==> config.mk <==
export PLATFORM = sky130hd
export DESIGN_NAME = canvas_scanner
export DESIGN_NICKNAME = d
export VERILOG_FILES = /design/src/rtl/canvas_pkg.sv /design/src/rtl/canvas_scanner_block_row_accum.sv /design/src/rtl/canvas_scanner.sv
export SDC_FILE = /design/constraint.sdc
export NUM_CORES = 1
export LEC_CHECK = 0
export CORE_MARGIN = 2
export CORE_UTILIZATION = 55
export CTS_CLUSTER_SIZE = 14
export DETAILED_ROUTE_END_ITERATION = 8
export GPL_TIMING_DRIVEN = 0
export PLACE_DENSITY = 0.9
export SKIP_LAST_GASP = 1
export SYNTH_ARGS = -nofsm -noshare
export SYNTH_HDL_FRONTEND = slang
export SYNTH_SLANG_ARGS = --single-unit
==> constraint.sdc <==
create_clock -name clk -period 6.9 [get_ports clk]
set_input_delay 1.38 -clock clk [delete_from_list [all_inputs] [get_ports clk]]
set_output_delay 1.38 -clock clk [all_outputs]
set_load 0.03 [all_outputs]
Figure 1. Cell classes on the final placement.
(3 px per micron) Fill, decap, tap and diode cells in gray.
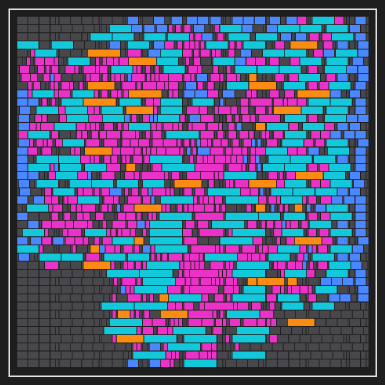
Key: cyan = flops [cells 162]; magenta = all other logic [cells 552]; blue = other buffers and delay cells [cells 146]; orange = clock drivers and dummy loads [cells 32]
fraction of area in registers: 37.9%
core area: 13700 sq um
Rows: 43
post-layout util: 70.1%

Figure 2. Clock wiring as the flow saved it.
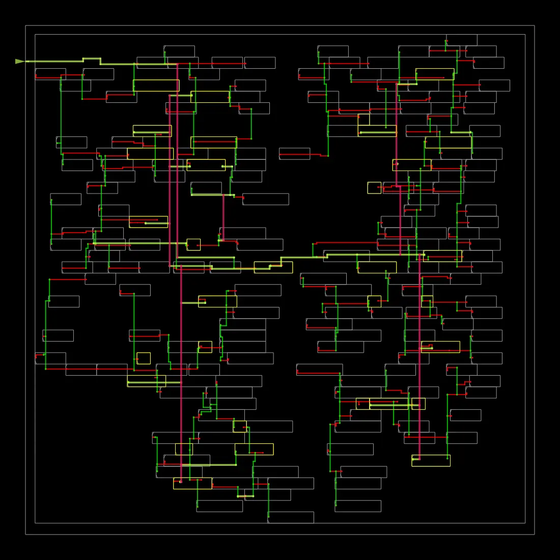
clk sink count: 162
clk latency late pin: 0.44 ns
Max Clock Skew: 0.0101 ns

Figure 3. Ports around the boundary.
(2 px per micron) Pins as bars across the die edge, other pins in gray.
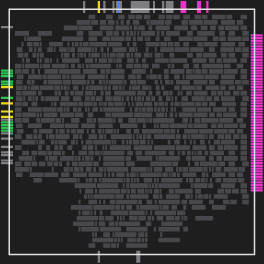
Key: yellow = `max_y` [pins 5, direction output, edge 4 left, 1 top]; magenta = `feature` [pins 64, direction output, edge 58 right, 6 top]; green = `rd_addr` [pins 10, direction output, edge left]; blue = `rd_data` [pins 1, direction input, edge top]
Die Height: 122 microns
Die X: 122 microns
IO Port Bufs: 111

==> results.sh <==
# physical design summary
export IMPL_dominant_cells="multi-input combinational cells"
export IMPL_seqPwrFrac_pct=38.6
export IMPL_outcome="completed"
export IMPL_power_frac_clock_pct=34.5
export IMPL_dp_cells=1040
export IMPL_arrival_ns=4.59
export IMPL_ys_sh_xor_pct=1.95
export IMPL_drive_above_1_share_pct=7.17
export IMPL_place_gp_congestion=0.914
export IMPL_instances_no_fill=1072
export IMPL_netlist_instances=749
export IMPL_yosys_area_top_type="dfxtp_1"
export IMPL_largest_reg_flops=64
export IMPL_finalCriticalPeriod_ns=4.26
export IMPL_top_level_ports=113
export IMPL_fin_area_sq_um=9610
export IMPL_r2r_slack_ns=3.56
export IMPL_syn_cell_area_sq_um=7630
export IMPL_hold_class="reg2reg"
export IMPL_place_area_sq_um=8970
export IMPL_edf_count=40
export IMPL_worst_path_buf_inv=3
export IMPL_hold_buffers=0
export IMPL_drc_errors=0
export IMPL_crit_type="in2reg"
export IMPL_first_pass_iters=6
export IMPL_buffers_excl_clock=146
export IMPL_worst_pin_slew_ns=0.937
export IMPL_fin_hold_ws_ns=0.482
export IMPL_comb_share_pct=38.2
export IMPL_routed_wirelength_microns=20600
export IMPL_first_global_vias=6196
export IMPL_cts_tree="built"
export IMPL_p_int_w=0.00195
export IMPL_comb_power_share_pct=26.9
export IMPL_hold_viol=0
export IMPL_end_kind="register"
export IMPL_peakVddDrop_mv=0.185
export IMPL_area_growth_syn_to_layout_pct=25.9
export IMPL_mux_share_pct=3.83
export IMPL_fin_setup_tns_ns=0
export IMPL_tap_cells=180
